===== config.mk =====
export PLATFORM = sky130hd
export DESIGN_NAME = my_slv_responder
export DESIGN_NICKNAME = d
export VERILOG_FILES = /design/src/rtl/my_slv_responder.sv
export SDC_FILE = /design/constraint.sdc
export NUM_CORES = 1
export LEC_CHECK = 0
export CAP_MARGIN = 20
export CELL_PAD_IN_SITES_DETAIL_PLACEMENT = 0
export CELL_PAD_IN_SITES_GLOBAL_PLACEMENT = 1
export CORE_MARGIN = 2
export CORE_UTILIZATION = 46
export CTS_CLUSTER_DIAMETER = 200
export DETAILED_ROUTE_END_ITERATION = 12
export MAX_ROUTING_LAYER = met4
export PLACE_DENSITY_LB_ADDON = 0.1
export REMOVE_ABC_BUFFERS = 1
export SETUP_SLACK_MARGIN = 0.05
export SLEW_MARGIN = 20
export SYNTH_ARGS = -nofsm -noshare
export SYNTH_HDL_FRONTEND = slang
export SYNTH_SLANG_ARGS = --single-unit
export TNS_END_PERCENT = 10

===== constraint.sdc =====
create_clock -name clk -period 2.9 [get_ports clk]
set_input_delay 0.58 -clock clk [delete_from_list [all_inputs] [get_ports clk]]
set_output_delay 0.58 -clock clk [all_outputs]
set_load 0.03 [all_outputs]

===== src/rtl/my_slv_responder.sv =====
// Slave side of the four-phase async_en/async_rdy handshake: synchronises the request,
// inserts wait states, captures async_data into a FIFO drained through valid/ready.
module my_slv_responder #(
   parameter int unsigned DATA_W      = 8,
   parameter int unsigned DEPTH       = 4,
   parameter int unsigned WAIT_CYCLES = 0,
   parameter int unsigned SYNC_STAGES = 2
) (
   input  logic                     clk,
   input  logic                     rst,
   input  logic                     async_en,
   input  logic [DATA_W-1:0]        async_data,
   output logic                     async_rdy,
   output logic                     out_valid,
   input  logic                     out_ready,
   output logic [DATA_W-1:0]        out_data,
   output logic [$clog2(DEPTH):0]   level,
   output logic                     abort
);

   localparam int unsigned AW = $clog2(DEPTH);
   localparam logic [AW:0] FULL_LVL = DEPTH[AW:0];

   typedef enum logic [1:0] {StIdle, StWait, StAck} state_e;

   logic [SYNC_STAGES-1:0] sync_q;
   logic                   en_s;

   state_e     state_q, state_d;
   logic [3:0] wcnt_q, wcnt_d;
   logic       rdy_q, rdy_d;
   logic       abort_q, abort_d;
   logic       push, pop, full;

   logic [DATA_W-1:0] mem [DEPTH];
   logic [AW-1:0]     wptr_q, rptr_q;
   logic [AW:0]       count_q;

   // async_data is deliberately not synchronised: the master holds it stable while async_en=1.
   always_ff @(posedge clk or posedge rst) begin
      if (rst) begin
         sync_q <= '0;
      end else begin
         sync_q <= {sync_q[SYNC_STAGES-2:0], async_en};
      end
   end

   assign en_s = sync_q[SYNC_STAGES-1];

   always_comb begin
      state_d = state_q;
      wcnt_d  = wcnt_q;
      push    = 1'b0;
      abort_d = 1'b0;
      unique case (state_q)
         StIdle: begin
            // A full FIFO simply holds the master off; async_rdy stays low.
            if (en_s && !full) begin
               wcnt_d  = 4'(WAIT_CYCLES);
               state_d = StWait;
            end
         end
         StWait: begin
            if (!en_s) begin
               abort_d = 1'b1;
               state_d = StIdle;
            end else if (wcnt_q != 4'd0) begin
               wcnt_d = wcnt_q - 4'd1;
            end else begin
               push    = 1'b1;
               state_d = StAck;
            end
         end
         StAck: begin
            if (!en_s) begin
               state_d = StIdle;
            end
         end
         default: state_d = StIdle;
      endcase
   end

   assign rdy_d = (state_d == StAck);

   always_ff @(posedge clk or posedge rst) begin
      if (rst) begin
         state_q <= StIdle;
         wcnt_q  <= 4'd0;
         rdy_q   <= 1'b0;
         abort_q <= 1'b0;
      end else begin
         state_q <= state_d;
         wcnt_q  <= wcnt_d;
         rdy_q   <= rdy_d;
         abort_q <= abort_d;
      end
   end

   assign full      = (count_q == FULL_LVL);
   assign out_valid = (count_q != '0);
   assign pop       = out_valid && out_ready;

   always_ff @(posedge clk or posedge rst) begin
      if (rst) begin
         wptr_q  <= '0;
         rptr_q  <= '0;
         count_q <= '0;
      end else begin
         if (push) begin
            wptr_q <= wptr_q + 1'b1;
         end
         if (pop) begin
            rptr_q <= rptr_q + 1'b1;
         end
         if (push && !pop) begin
            count_q <= count_q + 1'b1;
         end else if (pop && !push) begin
            count_q <= count_q - 1'b1;
         end
      end
   end

   // Storage needs no reset: the pointers alone define which entries are live.
   always_ff @(posedge clk) begin
      if (push) begin
         mem[wptr_q] <= async_data;
      end
   end

   assign out_data  = mem[rptr_q];
   assign level     = count_q;
   assign async_rdy = rdy_q;
   assign abort     = abort_q;

endmodule


### Signal wires on met1

The bar under the picture is 20 µm long.
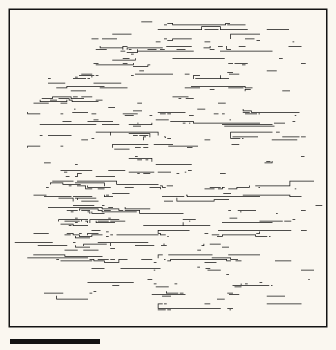
- share of all routed wire: 40%
- wire length on this layer: 1230 µm
- nets with wire on the layer: 146

### Metal 2

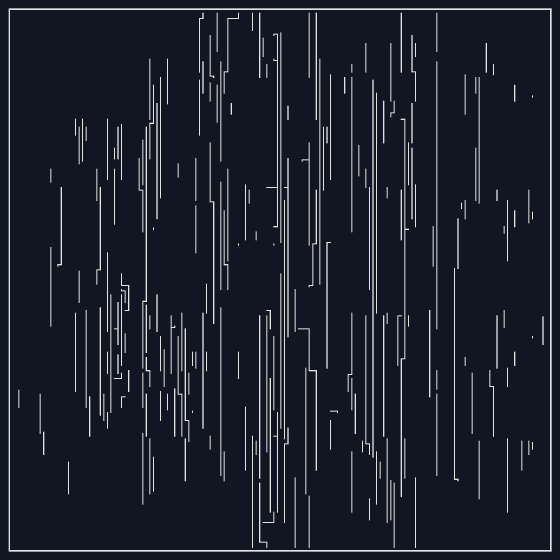
- share of all routed wire: 54%
- main direction: vertical
- longest straight run: 49.0 µm

==> run summary <==
Status: completed
Reg-to-Reg Start: wcnt_q[0]$_DFFE_PP0P_
Hold WC Path Type: flop to flop
CTS resizes: 0
Mean area per synthesized cell: 17.65 µm²
Yosys Chip Area: 0.002012 mm²
Number of global-route vias before repair: 1081
Initial antenna violation count: 0
Dpl ws: 0.4267 ns
Cell total in the yosys stat output: 114
Final WS setup: 0.3430 ns
Port bufs: 25
Crit path launch type: flop
Distinct cell type count after synthesis: 36
# hold bufs at CTS: 0
Gpl congestion: 0.7210
I/O pin cnt: 26
Critical Path, Cell by Cell: buf_4 > mux4_2 > clkdlybuf4s50_1
Initial core utilization: 46.85%
Clk root buf: clkbuf_8
Crit path DRT: 2.32 ns
R2R Setup Slk: 0.41 ns
Post-CTS setup repair buffer count: 0
Dominant cell area share: 47.76%
DRT Pass-1 Iters: 4
Final setup vio count: 0
Nets: 164
Post-DP HPWL: 2205 µm
CP max FO: 10
Die W: 70.14 µm
WL/cell: 15.70 µm
FP Rows: 24
Congestion Overflow GR: 0
Die Size: 0.004919 mm²
OpenROAD warnings: 29
Overall Power: 0.002157 W
Post-layout period usage: 88.17%
Worst Skew: 0.007748 ns
Slowest library cell on the worst path: clkdlybuf4s50_1
Pins Over Slew Limit: 0
Min Tclk post-route: 2.557 ns
Starting DRT DRC Count: 45
Pleak: 0.8769 nW
Worst R2R End: level[2]$_DFFE_PP0P_
WP buf/inv: 2
Max VDD drop: 0.4958 mV
Pin count of the biggest net entering global routing: 18
Tot GR Track Use: 14.59%
Hold path startpoint: sync_q[0]$_DFF_PP0_
### Signal wires on met3

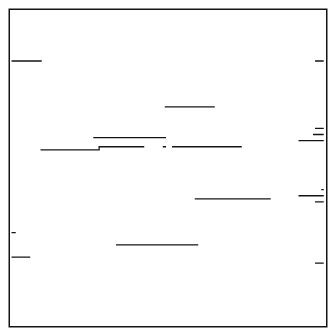
- nets with wire on the layer: 14
- wire length on this layer: 130 µm
- share of all routed wire: 4.2%
- longest straight run: 17.9 µm
- main direction: horizontal
total number of vias: 1017
M3 GR Usage: 4.762%

## worst max-delay path by stage
stage                                end  slack (ns)  depth (start not counted)
floorplan           level[2]$_DFFE_PP0P_        0.62                          8
global placement    level[2]$_DFFE_PP0P_        0.53                         10
detailed placement  level[2]$_DFFE_PP0P_        0.43                         10
CTS                          out_data[3]        0.31                          3
global route        level[2]$_DFFE_PP0P_        0.21                         10
finish                       out_data[2]        0.34                          3
## synth_stat cells (all sizes together)
cell type,n
nor2b,5
o211ai,2
buf,3
or3b,1
o21ai,1
xor2,2
mux2i,1
a21o,1
or2,1
and3,1
mux4,8
or4,1
a21oi,1
nor2,1
nand3b,1
nand4b,1
nand2,1
fa,1
ha,7
nor3b,2
edfxtp,32
dfrtp,17
xnor2,4
nand3,1
and2,4
o22ai,2
or3,2
nand4,1
inv,7
mux2,2
## worst reg2reg max path, stage by stage (launching register included)
cell and delay, ns:
dfrtp_1 0.41, inv_1 0.09, ha_1 0.17, nor3b_2 0.30, and3_1 0.36, ha_1 0.24
inv_1 0.06, fa_1 0.37, xor2_1 0.15, nor2_1 0.12, xor2_1 0.15
## cell families (layout without fill, tap and decap cells)
group | count (synthesis) | in the layout | share of synthesized area, %
muxes | 11 | 11 | 10.57
and+or+nand+nor | 23 | 23 | 7.587
buffers and inverters | 10 | 41 | 2.114
xor gates and xnor gates | 6 | 6 | 2.612
DFF | 49 | 49 | 68.91
AOI/OAI and AO/OA | 7 | 7 | 2.860
adders and majority gates | 8 | 8 | 5.348
## report_power, final
part           internal, W  leakage [nW]  switching (W)
logic             0.000395         0.336       0.000424
clock network     0.000170        0.0374       0.000222
registers         0.000854         0.503      0.0000925
## sequential cells by signal (all words and copies together) (netlist names)
signal and cells:
async_rdy 1, state_q 2, mem 32, rptr_q 2, wptr_q 2, abort 1, sync_q 2, wcnt_q 4
level 3
## final cells by class
cell class              count  area (µm²)  share of cell area, %
flip-flops and latches     49        1386                  57.62
clock inverters             2       15.01                 0.6240
inverters                   7       26.28                  1.092
clock buffers               6       72.57                  3.016
well taps                  52       65.06                  2.704
repair buffers             26       257.7                  10.71
multi-input cells          55       583.1                  24.23
## layer usage
layer  vias up  wire (µm)  GRT usage, %
met4         0         50         5.128
li1        483          -             -
met1       508       1234         15.70
met2        20       1677         25.29
met3         6        130         4.762
met5         -          0             -
## per-stage QoR
step | instance area [µm²] | hold WS (ns)
after floorplan | 1996 | 0.3312
after global routing | 2406 | 0.3739
after detailed placement | 2318 | 0.3404
after global placement | 2318 | 0.3352
final | 2406 | 0.3575
after CTS | 2406 | 0.3611
No activity file was given, so power comes from the tool's default toggle rates.
